==> run_1/layers.png <==
Scale: 1.5 px per µm. Only two layers are drawn.
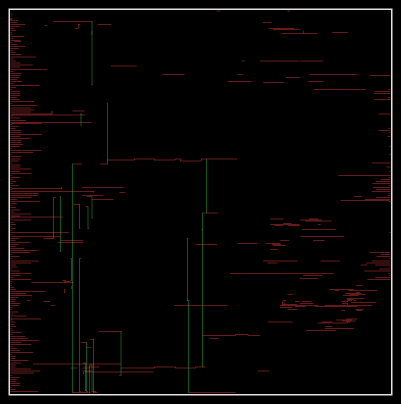
==> run_1/route_heat.png <==
Scale: 1 px per µm. The die is cut into 25 by 26 equal tiles; dark purple is low, yellow is high, scaled to the fullest tile. Values are wire area over tile area, all layers added.
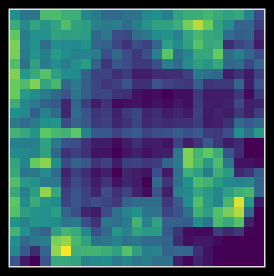
==> run_1/gates.png <==
Scale: 1.5 px per µm.
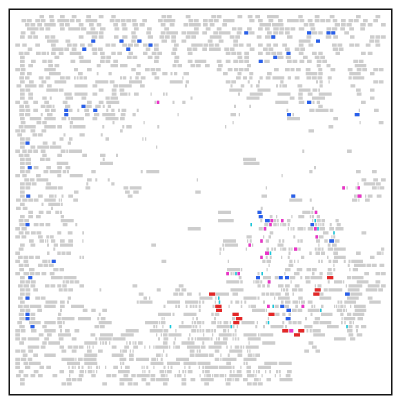
==> run_1/sizing.png <==
Scale: 1.5 px per µm.
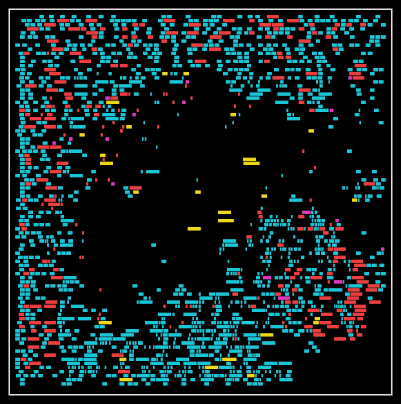
`config.mk`:
```
export PLATFORM = sky130hd
export DESIGN_NAME = bank_rr_arbiter
export DESIGN_NICKNAME = d
export VERILOG_FILES = /design/src/rtl/bank_rr_arbiter.sv
export SDC_FILE = /design/constraint.sdc
export NUM_CORES = 1
export LEC_CHECK = 0
export CAP_MARGIN = 30
export CORE_AREA = 3 3 251 253
export DETAILED_ROUTE_END_ITERATION = 7
export DIE_AREA = 0 0 254 256
export GPL_TIMING_DRIVEN = 0
export PLACE_DENSITY = 0.49
export SLEW_MARGIN = 30
export SYNTH_ARGS = -nofsm -noshare
export SYNTH_HDL_FRONTEND = slang
export SYNTH_SLANG_ARGS = --single-unit
```
`constraint.sdc`:
```
create_clock -name CLK -period 9.9 [get_ports CLK]
set_input_delay 1.98 -clock CLK [delete_from_list [all_inputs] [get_ports CLK]]
set_output_delay 1.98 -clock CLK [all_outputs]
set_load 0.1 [all_outputs]
```
`src/rtl/bank_rr_arbiter.sv`:
```
`default_nettype none
// ============================================================================
// Module   : bank_rr_arbiter
// Purpose  : Round-robin arbiter/sequencer sharing one downstream memory port
//            among NUM_BANKS cache banks. One transaction at a time:
//            IDLE -> ISSUE (Mem_Req held until Mem_Ack) -> RESP (one-cycle
//            Bank_Ack with data). Response bus is all-zero when no Ack.
// Options  : BANK_ARB_TIMEOUT_EN - abandon ISSUE after TIMEOUT cycles without
//            Mem_Ack and answer with all-ones data plus an Arb_Err pulse.
// Revision : 1.0 - initial release
// ============================================================================
module bank_rr_arbiter #(
    parameter int NUM_BANKS = 16,
    parameter int ADDR_W    = 32,
    parameter int DATA_W    = 32,
    parameter int TIMEOUT   = 255
) (
    input  logic                        CLK,
    input  logic                        RSTn,
    input  logic [NUM_BANKS-1:0]        Bank_Req,
    input  logic [NUM_BANKS*ADDR_W-1:0] Bank_Addr,
    output logic [NUM_BANKS-1:0]        Bank_Ack,
    output logic [DATA_W-1:0]           Bank_Data,
    output logic                        Mem_Req,
    output logic [ADDR_W-1:0]           Mem_Addr,
    input  logic                        Mem_Ack,
    input  logic [DATA_W-1:0]           Mem_Data,
    output logic [3:0]                  Grant_Idx,
    output logic                        Arb_Busy,
    output logic                        Arb_Err
);

    localparam int                   c_IDX_W    = $clog2(NUM_BANKS);
    localparam logic [c_IDX_W-1:0]   c_IDX_ONE  = {{(c_IDX_W-1){1'b0}}, 1'b1};
    localparam logic [NUM_BANKS-1:0] c_BANK_LSB = {{(NUM_BANKS-1){1'b0}}, 1'b1};

    // Reject unsupported configurations at elaboration.
    if (NUM_BANKS < 2 || NUM_BANKS > 16 || (NUM_BANKS & (NUM_BANKS - 1)) != 0 || TIMEOUT < 1)
    begin : g_bad_params
        $error("bank_rr_arbiter: NUM_BANKS must be a power of two in 2..16 and TIMEOUT >= 1");
    end

    typedef enum logic [1:0] {
        S_IDLE  = 2'd0,
        S_ISSUE = 2'd1,
        S_RESP  = 2'd2
    } state_t;

    state_t               r_state;
    logic [c_IDX_W-1:0]   r_rr_ptr;
    logic [c_IDX_W-1:0]   r_winner;
    logic [NUM_BANKS-1:0] r_bank_ack;
    logic [DATA_W-1:0]    r_bank_data;
    logic                 r_mem_req;
    logic [ADDR_W-1:0]    r_mem_addr;
    logic                 r_busy;
    logic                 r_err;

    logic [c_IDX_W-1:0]   w_win_idx;
    logic [c_IDX_W-1:0]   w_cand;
    logic                 w_found;

`ifdef BANK_ARB_TIMEOUT_EN
    localparam int                 c_TMO_W    = ($clog2(TIMEOUT + 1) > 8) ? $clog2(TIMEOUT + 1) : 8;
    localparam logic [c_TMO_W-1:0] c_TMO_LAST = c_TMO_W'(TIMEOUT - 1);
    localparam logic [c_TMO_W-1:0] c_TMO_ONE  = c_TMO_W'(1);
    // Counts completed ISSUE cycles; the TIMEOUT-th one without Mem_Ack expires.
    logic [c_TMO_W-1:0]   r_tmo_cnt;
`endif

    // Scan requests starting at the round-robin pointer; first hit wins.
    always_comb begin
        w_win_idx = r_rr_ptr;
        w_cand    = r_rr_ptr;
        w_found   = 1'b0;
        for (int i = 0; i < NUM_BANKS; i++) begin
            w_cand = r_rr_ptr + c_IDX_W'(i);
            if (!w_found && Bank_Req[w_cand]) begin
                w_win_idx = w_cand;
                w_found   = 1'b1;
            end
        end
    end

    // Sequencer: grant, hold the downstream request, then pulse the response.
    always_ff @(posedge CLK or negedge RSTn) begin
        if (!RSTn) begin
            r_state     <= S_IDLE;
            r_rr_ptr    <= '0;
            r_winner    <= '0;
            r_bank_ack  <= '0;
            r_bank_data <= '0;
            r_mem_req   <= 1'b0;
            r_mem_addr  <= '0;
            r_busy      <= 1'b0;
            r_err       <= 1'b0;
`ifdef BANK_ARB_TIMEOUT_EN
            r_tmo_cnt   <= '0;
`endif
        end else begin
            case (r_state)
                S_IDLE: begin
                    if (w_found) begin
                        r_winner   <= w_win_idx;
                        r_mem_addr <= Bank_Addr[w_win_idx*ADDR_W +: ADDR_W];
                        r_mem_req  <= 1'b1;
                        r_busy     <= 1'b1;
                        r_state    <= S_ISSUE;
`ifdef BANK_ARB_TIMEOUT_EN
                        r_tmo_cnt  <= '0;
`endif
                    end
                end
                S_ISSUE: begin
                    // A real acknowledge always takes precedence over expiry.
                    if (Mem_Ack) begin
                        r_mem_req   <= 1'b0;
                        r_mem_addr  <= '0;
                        r_bank_ack  <= c_BANK_LSB << r_winner;
                        r_bank_data <= Mem_Data;
                        r_state     <= S_RESP;
                    end
`ifdef BANK_ARB_TIMEOUT_EN
                    else if (r_tmo_cnt == c_TMO_LAST) begin
                        r_mem_req   <= 1'b0;
                        r_mem_addr  <= '0;
                        r_bank_ack  <= c_BANK_LSB << r_winner;
                        r_bank_data <= '1;
                        r_err       <= 1'b1;
                        r_state     <= S_RESP;
                    end else begin
                        r_tmo_cnt   <= r_tmo_cnt + c_TMO_ONE;
                    end
`endif
                end
                S_RESP: begin
                    r_bank_ack  <= '0;
                    r_bank_data <= '0;
                    r_err       <= 1'b0;
                    r_busy      <= 1'b0;
                    r_rr_ptr    <= r_winner + c_IDX_ONE;
                    r_state     <= S_IDLE;
                end
                default: begin
                    r_state <= S_IDLE;
                end
            endcase
        end
    end

    assign Bank_Ack  = r_bank_ack;
    assign Bank_Data = r_bank_data;
    assign Mem_Req   = r_mem_req;
    assign Mem_Addr  = r_mem_addr;
    assign Grant_Idx = 4'(r_winner);
    assign Arb_Busy  = r_busy;
    assign Arb_Err   = r_err;

endmodule
`default_nettype wire

```
==> run summary, run 1 <==
Update from the flow run.

The flow ran to the end, and the final reports show no timing, DRC or antenna violations. In the synthesized netlist, the dominant kind of combinational cell is multiplexers. The area taken by sequential standard cells is reported as 2300 µm². Using the TritonRoute via totals, the vias-per-cell ratio works out to 4.76. The final routed DRC violation total is 0. The via count of the first global-routing pass came to 12300. The non-clock inverters instantiated in the layout total 15. The number of primary I/O pins is 650. The sort of element at the end of the critical path is a register. In the final layout, the share of cells above drive strength 1 is between 10% and 20%. The count of multi-input combinational gates is 810.

The library cell used most frequently in the layout, excluding fill and tap cells, is clkdlybuf4s50_1. The clock period could shrink to approximately 7.7 ns. Looking at the clock tree report, the maximum root-to-sink buffer count equals 2.

Clock tree synthesis selected as its root buffer the cell clkbuf_16. The post-synth count of flops with an enable pin is 0. The initial antenna violation count is 15.

The critical path class is reg -> reg. The OpenROAD report gives the critical path a required time of 10.14 ns. Setup repair after global routing left no endpoint under its margin. The total die area is 65000 µm². Per the slew report, the remaining headroom to the max-slew limit stands at 29.9%. The timing report gives the clock slew at the launch and capture registers of the worst setup and hold paths as 0.07 ns.

The largest individual stage delay along the critical path comes from the cell nor3_1. Per the timing report, the most critical flop-to-flop path originates at r_rr_ptr[1]. For this run, the post-layout net count is 2246. In the synthesized netlist, the number of instances is just over 1000. The number of non-clock buffers is 742. In the hold report, the worst path ends at Arb_Busy. Dividing the final minimum period by the clock period gives 77.6%. The total inserted antenna cells is 4. The area fraction in and, or, nand and nor cells is 12.6%. The report gives the cell count of the worst hold path as 2.

The origin of the worst min-delay path is Arb_Busy. The worst min-delay path class is reg -> reg. The site row count is 91. The count of TritonRoute iterations in the first routing pass is 7.

The number of nets handed over by synthesis was 1585. In this run the cell area of the synthesized design comes to 10300 µm². The yosys warning tally is 0. The number of buffers inserted by post-CTS setup repair is 0. A synthesized cell averages around 10 µm². The number of sequential cells is 92. Summing the areas of all compound-gate instances in the mapped netlist gives 16.1% of the synthesized area. The total half-perimeter wirelength after legalization and detailed placement is 60600 µm. The clock tree buffer count of the final layout is 10. The post-synthesis share of cell area spent on xor and xnor gates is under 10%.

The first global-routing pass estimated 96800 µm of wire. The floorplan step set the die height to roughly 260 µm. The share of flip-flops with an asynchronous set or reset after synthesis is 100%. The finished cells cover 18000 µm².

Compared with the post-synthesis result, the final layout area differs by 75.4%. The clock tree from TritonCTS is built. The number of max-cap violations is 0.

The share of the final layout cell area in multi-input gates is 41.1%. The number of hold buffers added after cts is 0. The top cell types in the final layout, fill and taps aside, are clkdlybuf4s50_1 (622), nand2_1 (118), mux2i_1 (112).

CTS saw roughly 92 sinks. The worst setup path is launched from a register. The measured slew at the worst slew-check pin is 1.05 ns. The cell count in the Yosys report is 1009.

CTS built an H-tree with a depth of 3. The antenna violation net count after detailed routing is 0. The final weighted congestion of routability-driven global placement is 1.00. The count of endpoints failing hold in the final timing report is 0. The end of the critical path is Mem_Addr[30].

For this run the aggregate overflow at the end of global routing stands at 0. The clock network takes up roughly 1.8% of total cell area after layout. In the Yosys report, the sequential cells make up 22.4% of the chip area. In this build the clock could be raised as far as between 100 and 150 MHz.

Looking at the cell usage after synthesis, the top flip-flop cell is dfrtp_1. The worst reg-to-reg setup slack is 2.21 ns. The data arrival time reported for the critical path is 7.92 ns.

The post-cts resize count is 0.
## Picture notes: layers.png
Green stands for M4, wire length 850 µm. Red stands for M3, wire length 3570 µm.
global-route total usage across every layer: 21.2%
total via count after detailed routing: 11800
drt total wl: 71200 µm
detailed-route wire length per cell: 28.8 µm

## Picture notes: route_heat.png
The fullest tile reaches 0.50. The densest ninth of the die: north-west. 4.3% of the tiles are nearly empty. The mean over all tiles is 0.17. 25% of the tiles are over half the peak.

## Picture notes: gates.png
Blue stands for non-inverting ao/oa cells, cells 45, most used o22a_1, where spread over the die. Red stands for fa/ha/maj cells, cells 13, most used ha_1. Cyan stands for inv cells, cells 15, most used inv_1. Magenta stands for and/or cells, cells 22, most used and2_1.

## Picture notes: sizing.png
Cyan stands for x1 and smaller, cells 1382, share 83%, most used clkdlybuf4s50_1. Yellow stands for x6 and larger, cells 27, share 1.6%, most used buf_6. Magenta stands for x3 and x4, cells 16, share 0.96%, most used buf_4. Red stands for x2, cells 249, share 15%, most used mux4_2.

==> run 1: critical path, delay by kind of cell (launching register included) <==
family	cells	cell delay, ns
mux	5	2.02
simple gates	2	0.84
flops	1	0.51
compound gates	4	1.00
fa+ha+maj	1	0.37
buf+inv	7	2.76
==> run 1: synthesized netlist by cell type, types with 5 or more instances <==
cell type,n,share of area [%]
buf_6,12,1.3
inv_1,12,0.44
xnor2_1,6,0.51
mux2i_1,112,11
ha_1,13,1.6
and2_1,7,0.43
nor2b_1,5,0.30
o21ai_1,32,1.6
clkbuf_1,25,0.91
o21ai_0,17,0.83
a221oi_2,6,0.88
dfrtp_1,92,22
a21oi_1,15,0.73
nand2_1,118,4.3
xor2_1,5,0.43
a31oi_1,5,0.30
nor3_1,8,0.39
nand3_1,75,3.7
nor2_1,30,1.1
buf_2,31,1.5
a22oi_1,35,2.6
a221oi_1,25,2.1
buf_4,10,0.73
o22a_1,30,2.6
mux2_2,84,9.2
buf_1,14,0.51
a211oi_1,5,0.37
o31ai_1,5,0.37
mux4_2,89,20
==> run 1: sequential cells by signal (all words and copies together) (netlist names) <==
register	cells
r_state	2
r_rr_ptr	4
Mem_Req	1
Bank_Ack	16
Bank_Data	32
Grant_Idx	4
Mem_Addr	32
Arb_Busy	1
==> run 1: per-stage QoR <==
stage	setup WS [ns]	instances	utilization, %
after floorplan	4.59	1009	-
after global placement	1.63	2447	28.9
after detailed placement	2.06	2449	28.8
after CTS	2.06	2464	29.4
after global routing	1.62	2467	29.4
final	2.21	2468	29.4
==> run 1: routing by layer <==
metal  GRT usage (%)  up-vias  routed length, µm
li1                -     5296                  -
met1            27.1     5885              29900
met2            37.9      519              36800
met3            3.08       51               3570
met4            3.89        6                849
met5               0        -                 45
==> run_1/placed.png <==
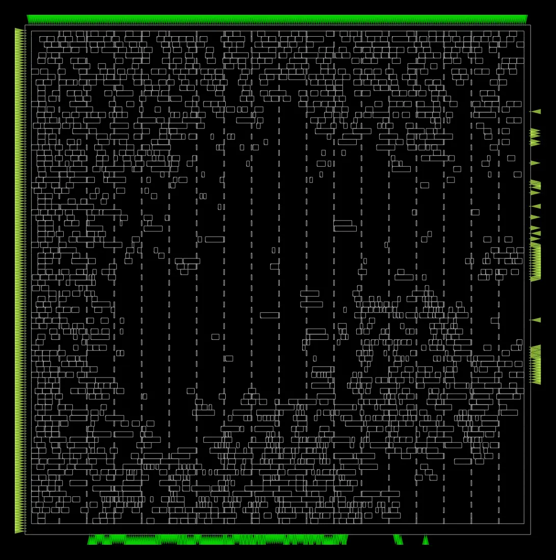

--- run 2 (diff from run 1) ---
Settings changed: CORE_AREA 3 3 251 253 to 3 3 252 254, DIE_AREA 0 0 254 256 to 0 0 255 257, PLACE_DENSITY 0.49 to 0.5.
Clock period 9.9 ns to 6.3 ns, I/O delays scaled along.
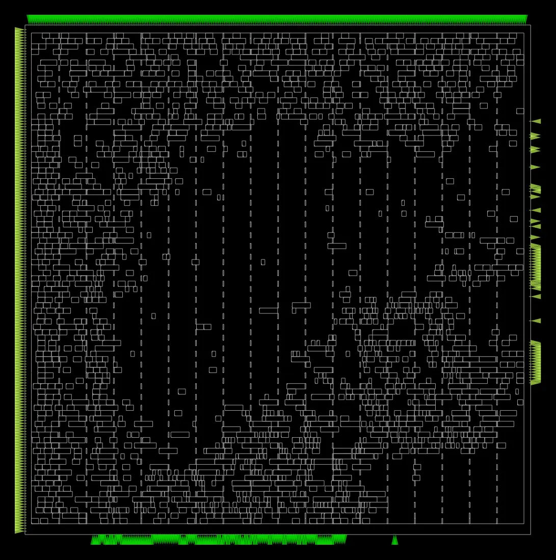
(run_2/placed.png)
FILL cells: 6543
Seq/total area: 12.6%
Tapcells: 790
non-filler instance count after layout: 2483
Core Util, Final: 29.7%

==> run summary, run 2 <==
Update from the flow run.

Status: finished clean (unchanged). The site row count is 91 (unchanged). The total routing usage reported by global routing is 21.2% (about the same). The number of buffers added on ports is 648 (unchanged).

Top cells by area: dfrtp_1 (22%), mux4_2 (20%), mux2i_1 (11%) (unchanged). The initial antenna violation count was 23 (was 15). The most used logic cell in the final layout was clkdlybuf4s50_1 (unchanged). The cell count in the Yosys report was 1009 (unchanged). Most frequent cells in the layout: clkdlybuf4s50_1 (621), nand2_1 (118), mux2i_1 (108) (was clkdlybuf4s50_1 (622), nand2_1 (118), mux2i_1 (112)). The largest delay contributor family on the critical path was buffers and inverters (unchanged).

The part of the Yosys area used for sequential elements is 22.4% (unchanged). The tally of OpenROAD warnings is 35 (unchanged). The number of primary I/O pins is 650 (unchanged). The total half-perimeter wirelength after legalization and detailed placement is 62400 µm (was 60600 µm). The area fraction in and, or, nand and nor cells was 12.6% (unchanged). The maximum fanout along the worst path was 10 (unchanged). The height of the chip is 257 µm (was 256 µm). The sort of element at the end of the critical path is a register (unchanged). The total number of clock tree sinks was 92 (unchanged). The final critical-path share of the clock period was 96.3% (was 77.6%). The post-synthesis share of cell area spent on xor and xnor gates is 1.26% (unchanged). The yosys warning tally is 0 (unchanged). Critical-path cell list: buf_4 > clkbuf_2 > clkinvlp_4 > ha_1 > buf_2 > clkbuf_4 > mux4_1 > mux2i_2 > mux2i_1 > nor3_2 > buf_4 > buf_4 > o31ai_1 > a222oi_1 > o31ai_1 > a21oi_4 > buf_12 > buf_2 > buf_2 > mux4_2 > mux2i_1 > o21ai_1 (was buf_2 > clkbuf_1 > inv_1 > ha_1 > buf_2 > clkbuf_1 > mux4_1 > mux2i_1 > mux2i_1 > nor3_1 > nand4_1 > a211oi_1 > a211oi_2 > a21oi_4 > buf_2 > buf_2 > mux4_2 > mux2i_1 > o21ai_1). The final weighted congestion of routability-driven global placement is 0.968 (was 1.00). The count of cells along the worst hold path was 2 (unchanged).

The most used flip-flop cell after synthesis is dfrtp_1 (unchanged). The mean routed wirelength per cell is 29.0 µm (was 28.8 µm). The count of TritonRoute iterations in the first routing pass is 5 (was 7). The global-route wire length before repair was 97600 µm (was 96800 µm). The worst reg-to-reg setup slack came to 0.23 ns (was 2.21 ns). The horizontal extent of the die was 255 µm (was 254 µm). The number of CTS-inserted buffers was 9 (unchanged).

The maximum root-to-sink buffer count is 2 (unchanged). The largest incremental delay on the critical path is 0.46 ns (was 0.52 ns). The average footprint of a synthesized cell is 10.2 µm² (unchanged). The combined buffer and inverter count along the critical path is 10 (was 7).

The total non-filler cell area in the finished layout was 18300 µm² (was 18000 µm²). The total die area was 65500 µm² (was 65000 µm²). The summed instance area of the synthesized netlist is 10300 µm² (unchanged).

The number of instances in the synthesized netlist is 1009 (unchanged). The via count of the first global-routing pass is 12300 (about the same). The origin of the worst min-delay path is Arb_Busy (unchanged). The worst setup slack after layout is 0.235 ns (was 2.21 ns). The remaining max-slew budget at the tightest pin is 31.5% (was 29.9%). The antenna violation net count after detailed routing is 0 (unchanged). The worst min-delay path class is reg -> reg (unchanged).

The total wirelength of the detailed-routed design was 72000 µm (was 71200 µm). The number of max-cap violations is 0 (unchanged). The multiplexer fraction of the synthesized cell area was 40.4% (unchanged). The area reported by Yosys stat came to 10300 µm² (unchanged).

The number of setup violations in the final report is 0 (unchanged). The share of flip-flops with an asynchronous set or reset after synthesis is 100% (unchanged). The violation tally from detailed-route iteration zero is 669 (was 744).

The worst setup timing slack at the placement stage is -1.43 ns (was 2.06 ns). The clock edge transition at the registers on the reported setup and hold paths came to 0.08 ns (was 0.07 ns). The fraction of synthesized cell area taken by the top area cell type is 22.4% (unchanged). The measured slew at the worst slew-check pin is 1.02 ns (was 1.05 ns).

The worst clock skew on the final layout came to 0.00823 ns (was 0.00886 ns). The via density per instance is 4.75 (was 4.76). The master of the slowest instance on the critical path is dfrtp_2 (was nor3_1). The buffer type at the clock tree root is clkbuf_16 (unchanged). The signed area change from the synthesized netlist to the final layout came to 78.0% (was 75.4%).

The largest combinational cell category by area was multiplexers (unchanged). The length in cells of the worst reg-to-reg path was 22 (was 19). The worst path required time is 6.54 ns (was 10.14 ns). The worst reg2reg path endpoint was Mem_Addr[4] (was Mem_Addr[30]). The clock tree from TritonCTS is built (unchanged). The time the final worst path needs with I/O delays and setup is 6.07 ns (was 7.69 ns).

The terminating pin of the worst hold path was Arb_Busy (unchanged). The via count is 11800 (about the same). The net count after synthesis was 1585 (unchanged).

The startpoint of the worst register-to-register path is r_rr_ptr[1] (unchanged). The data arrival time at the worst-slack endpoint is 6.31 ns (was 7.92 ns). The final routed DRC violation total came to 0 (unchanged).

The number of flops mapped to enable cells by yosys is 0 (unchanged). The largest net degree at the start of global routing is 62 (was 54). The top cell type by instance count after synthesis is nand2_1 (unchanged).

The count of endpoints failing hold in the final timing report came to 0 (unchanged). The insertion delay at the late pin of the worst-skew pair was 0.38 ns (about the same). The count of different cell masters after synthesis is 79 (unchanged). The initial standard-cell utilization of the core is 16.7% (about the same). The kind of launch point of the worst setup path is a register (unchanged). The area of the core is 61500 µm² (was 61300 µm²). The cell type with the largest total area is dfrtp_1 (unchanged).

The fmax is 165 MHz (was 130 MHz). The total overflow reported by the global router is 0 (unchanged). The worst-case hold slack came to 0.489 ns (was 0.487 ns). The total of flip-flops plus latches after synthesis is 92 (unchanged).

The complex-gate fraction of the synthesized area is 16.1% (unchanged). The critical path class is reg -> reg (unchanged). The area fraction in full adders, half adders and majority gates came to 1.59% (unchanged). The fraction of layout cells with a size suffix above 1 is 19.9% (was 17.4%).

Most frequent cells after synthesis: nand2_1 (118), mux2i_1 (112), dfrtp_1 (92) (unchanged). The count of H-tree levels built during CTS came to 3 (unchanged). The sum of negative setup slack was 0 ns (unchanged). The post-detailed-placement cell area came to 17700 µm² (about the same). The post-placement cell count is 2451 (was 2449). The final layout net count came to 2257 (was 2246).

The final number of max-transition violations is 0 (unchanged).
run 2: layout make-up:
class,instances,area (µm²)
diodes,7,17.5
plain buffers,90,529
clock buffers,10,229
clock inverters,6,93.8
fillers,6543,43200
inverters,15,63.8
multi-input cells,810,7490
flip-flops and latches,92,2300
well taps,790,988
repair buffers,663,6540
run 2: worst max path at each step:
stage / to / depth (start not counted) / from / slack (ns)
floorplan: Mem_Addr[25] / 17 / r_rr_ptr[1] / 1.29
global placement: Mem_Addr[30] / 17 / r_rr_ptr[2] / -2.48
detailed placement: Mem_Addr[30] / 21 / r_rr_ptr[1] / -1.43
CTS: Mem_Addr[30] / 20 / r_rr_ptr[2] / 0.02
global route: Mem_Addr[30] / 20 / r_rr_ptr[1] / -0.01
finish: Mem_Addr[4] / 22 / r_rr_ptr[1] / 0.23
run 2: what timing repair did:
action                                 in CTS  in global routing
endpoints found under the hold margin       0                  0
hold buffers                                0                  0
resized                                    18                 22
buffers inserted                            4                  7
pin swaps                                   2                  3
setup endpoints to repair                  34                 32
run 2: cell families after synthesis:
family / Yosys count
xor+xnor: 13
mux: 288
other cells: 1
buf+inv: 107
compound gates: 219
simple gates: 276
flops: 92
fa+ha+maj: 13
run 2: worst min-delay path, delay by kind of cell (launching register included):
kind          cells  cell delay, ns
flops             1            0.35
simple gates      2            0.11
run 2: metal layers:
metal	vias up	share of wire, %	global-route usage (%)
li1	5319	-	-
met2	499	52	38.7
met4	2	0.94	2.99
met3	51	5.6	3.37
met5	-	0.028	0
met1	5913	41	26.7
==> run_2/route_heat.png <==
Scale: 1 px per µm. The die is cut into 26 by 26 equal tiles; dark purple is low, yellow is high, scaled to the fullest tile. Values are wire area over tile area, all layers added.
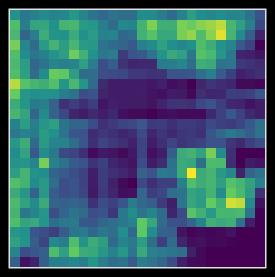

--- run 3 (diff from run 2) ---
Settings changed: CTS_CLUSTER_SIZE from default to 30, SETUP_SLACK_MARGIN from default to 0.3.
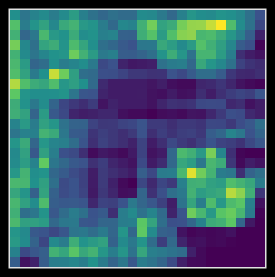
(run_3/route_heat.png)
Scale: 1 px per µm. The die is cut into 26 by 26 equal tiles; dark purple is low, yellow is high, scaled to the fullest tile. Values are wire area over tile area, all layers added.
The mean over all tiles is 0.17. The densest ninth of the die: north-west. The emptiest ninth of the die: center. 4.4% of the tiles are nearly empty.
detailed-route wire length per cell: 29.1 µm
drt total wl: 72400 µm
global-route total usage across every layer: 21.2%

==> run summary, run 3 <==
Update from the flow run.

The count of TritonRoute iterations in the first routing pass was 5 (unchanged). The clock edge transition at the registers on the reported setup and hold paths is 0.08 ns (about the same). The global-route wire length before repair came to 97900 µm (was 97600 µm).

The top cell type by instance count after synthesis is nand2_1 (unchanged). The tally of OpenROAD warnings is 37 (was 35). Critical-path cell list: buf_6 > buf_6 > clkinv_2 > ha_1 > buf_2 > mux4_2 > mux2_2 > mux2_2 > or3_1 > a222oi_1 > o31ai_2 > a21oi_4 > buf_12 > buf_2 > buf_4 > mux4_2 > mux2i_2 > o21ai_1 (was buf_4 > clkbuf_2 > clkinvlp_4 > ha_1 > buf_2 > clkbuf_4 > mux4_1 > mux2i_2 > mux2i_1 > nor3_2 > buf_4 > buf_4 > o31ai_1 > a222oi_1 > o31ai_1 > a21oi_4 > buf_12 > buf_2 > buf_2 > mux4_2 > mux2i_1 > o21ai_1). The part of the Yosys area used for sequential elements is 22.4% (unchanged). The number of buffers added on ports is 648 (unchanged).

The share of flip-flops with an asynchronous set or reset after synthesis is 100% (unchanged). The net count after synthesis is 1585 (unchanged). The insertion delay at the late pin of the worst-skew pair came to 0.38 ns (about the same). The sort of element at the end of the critical path is a register (unchanged). The area reported by Yosys stat came to 10300 µm² (unchanged). The total of flip-flops plus latches after synthesis is 92 (unchanged). Top cells by area: dfrtp_1 (22%), mux4_2 (20%), mux2i_1 (11%) (unchanged). The final routed DRC violation total was 0 (unchanged). The total half-perimeter wirelength after legalization and detailed placement was 62400 µm (unchanged).

The fraction of layout cells with a size suffix above 1 is 20.9% (was 19.9%). The time the final worst path needs with I/O delays and setup is 5.81 ns (was 6.07 ns). The number of max-cap violations is 0 (unchanged). The worst-case hold slack is 0.489 ns (about the same). The startpoint of the worst register-to-register path is r_rr_ptr[0] (was r_rr_ptr[1]). The largest net degree at the start of global routing was 62 (unchanged).

Status: finished clean (unchanged). The final standard cell count with taps included and fillers excluded is 2490 (was 2483).

The final layout net count came to 2265 (was 2257). Most frequent cells after synthesis: nand2_1 (118), mux2i_1 (112), dfrtp_1 (92) (unchanged). The final number of max-transition violations is 0 (unchanged). The worst setup slack after layout came to 0.489 ns (was 0.235 ns).

The number of hold buffers added after cts came to 0 (unchanged). The largest delay contributor family on the critical path was multiplexers (was buffers and inverters). The final critical-path share of the clock period is 92.2% (was 96.3%).

The critical path class is reg -> reg (unchanged). The summed instance area of the synthesized netlist is 10300 µm² (unchanged). The post-placement cell count is 2451 (unchanged). The signed area change from the synthesized netlist to the final layout came to 79.7% (was 78.0%). The kind of launch point of the worst setup path is a register (unchanged). The maximum root-to-sink buffer count is 2 (unchanged). The cell count in the Yosys report is 1009 (unchanged). The launching element of the worst setup path was r_rr_ptr[0] (was r_rr_ptr[1]). The violation tally from detailed-route iteration zero is 715 (was 669). The buffer type at the clock tree root is clkbuf_16 (unchanged). The maximum fanout along the worst path is 10 (unchanged). The number of CTS-inserted buffers is 9 (unchanged). The post-detailed-placement cell area was 17700 µm² (unchanged). The worst min-delay path class is reg -> reg (unchanged).

The total non-filler cell area in the finished layout was 18400 µm² (was 18300 µm²). The origin of the worst min-delay path is Arb_Busy (unchanged). The fraction of synthesized cell area taken by the top area cell type came to 22.4% (unchanged). The horizontal extent of the die is 255 µm (unchanged). The via count is 11900 (was 11800).

The sum of negative setup slack is 0 ns (unchanged). The data arrival time at the worst-slack endpoint is 6.06 ns (was 6.31 ns). The site row count is 91 (unchanged). The total number of clock tree sinks came to 92 (unchanged). The initial antenna violation count is 23 (unchanged).

The count of H-tree levels built during CTS is 3 (unchanged). The area of the core is 61500 µm² (unchanged). The cell type with the largest total area is dfrtp_1 (unchanged).

The worst clock skew on the final layout is 0.00874 ns (was 0.00823 ns). The worst setup timing slack at the placement stage is -1.43 ns (unchanged). The measured slew at the worst slew-check pin came to 1.02 ns (about the same).

The number of instances in the synthesized netlist was 1009 (unchanged). Most frequent cells in the layout: clkdlybuf4s50_1 (621), nand2_1 (118), mux2i_1 (103) (was clkdlybuf4s50_1 (621), nand2_1 (118), mux2i_1 (108)).

The antenna violation net count after detailed routing is 0 (unchanged). The height of the chip is 257 µm (unchanged). The total overflow reported by the global router is 0 (unchanged). The most used flip-flop cell after synthesis is dfrtp_1 (unchanged). The initial standard-cell utilization of the core came to 16.7% (unchanged). The largest incremental delay on the critical path is 0.62 ns (was 0.46 ns). The number of flops mapped to enable cells by yosys is 0 (unchanged). The average footprint of a synthesized cell was 10.2 µm² (unchanged). The clock tree from TritonCTS is built (unchanged). The remaining max-slew budget at the tightest pin came to 31.5% (about the same). The worst path required time is 6.55 ns (was 6.54 ns). The via count of the first global-routing pass is 12400 (was 12300).
-- run 3: cell counts after synthesis --
Identical to the previous run, type by type.
-- run 3: cells by family after synthesis --
kind of cell	after synthesis	synth area share, %
adder cells (fa/ha/maj)	13	1.59
XOR/XNOR	13	1.26
AND-OR/OR-AND	219	16.1
multiplexers	288	40.4
buffers and inverters	107	5.54
AND/OR/NAND/NOR	276	12.6
other	1	0.0366
flip-flops	92	22.4
-- run 3: repair_timing --
action,in CTS,in global routing
buffers inserted,7,10
pin swaps,4,4
resized,37,34
endpoints found under the setup margin,35,32
-- run 3: cell type report --
| cell class | count | area (µm²) |
|---|---|---|
| fill | 6523 | 43100 |
| multi-input combinational | 810 | 7550 |
| timing repair buffer | 669 | 6600 |
| sequential | 92 | 2300 |
| tap | 790 | 988 |
| buffer | 92 | 587 |
| clock buffer | 10 | 229 |
| clock inverter | 6 | 93.8 |
| inverter | 15 | 61.3 |
| antenna | 6 | 15.0 |
-- run 3: final timing paths --
path | end | slack [ns] | depth (start not counted)
setup / recovery | Mem_Addr[4] | 0.49 | 18
hold / removal | Arb_Busy | 0.49 | 2
setup reg to reg | Mem_Addr[4] | 0.49 | 18
hold reg to reg | Arb_Busy | 0.49 | 2
max in group asynchronous | Mem_Addr[16] | 4.87 | 2
min in group asynchronous | Bank_Data[3] | 0.77 | 1
-- run 3: routing by layer --
metal / part of all wire [%] / global-route usage [%] / routed length [µm] / vias to the layer above
li1: - / - / - / 5329
met1: 41 / 26.7 / 29600 / 5925
met2: 52 / 38.8 / 37700 / 557
met3: 5.9 / 3.37 / 4270 / 59
met4: 1.2 / 2.99 / 841 / 2
met5: 0.028 / 0 / 20 / -
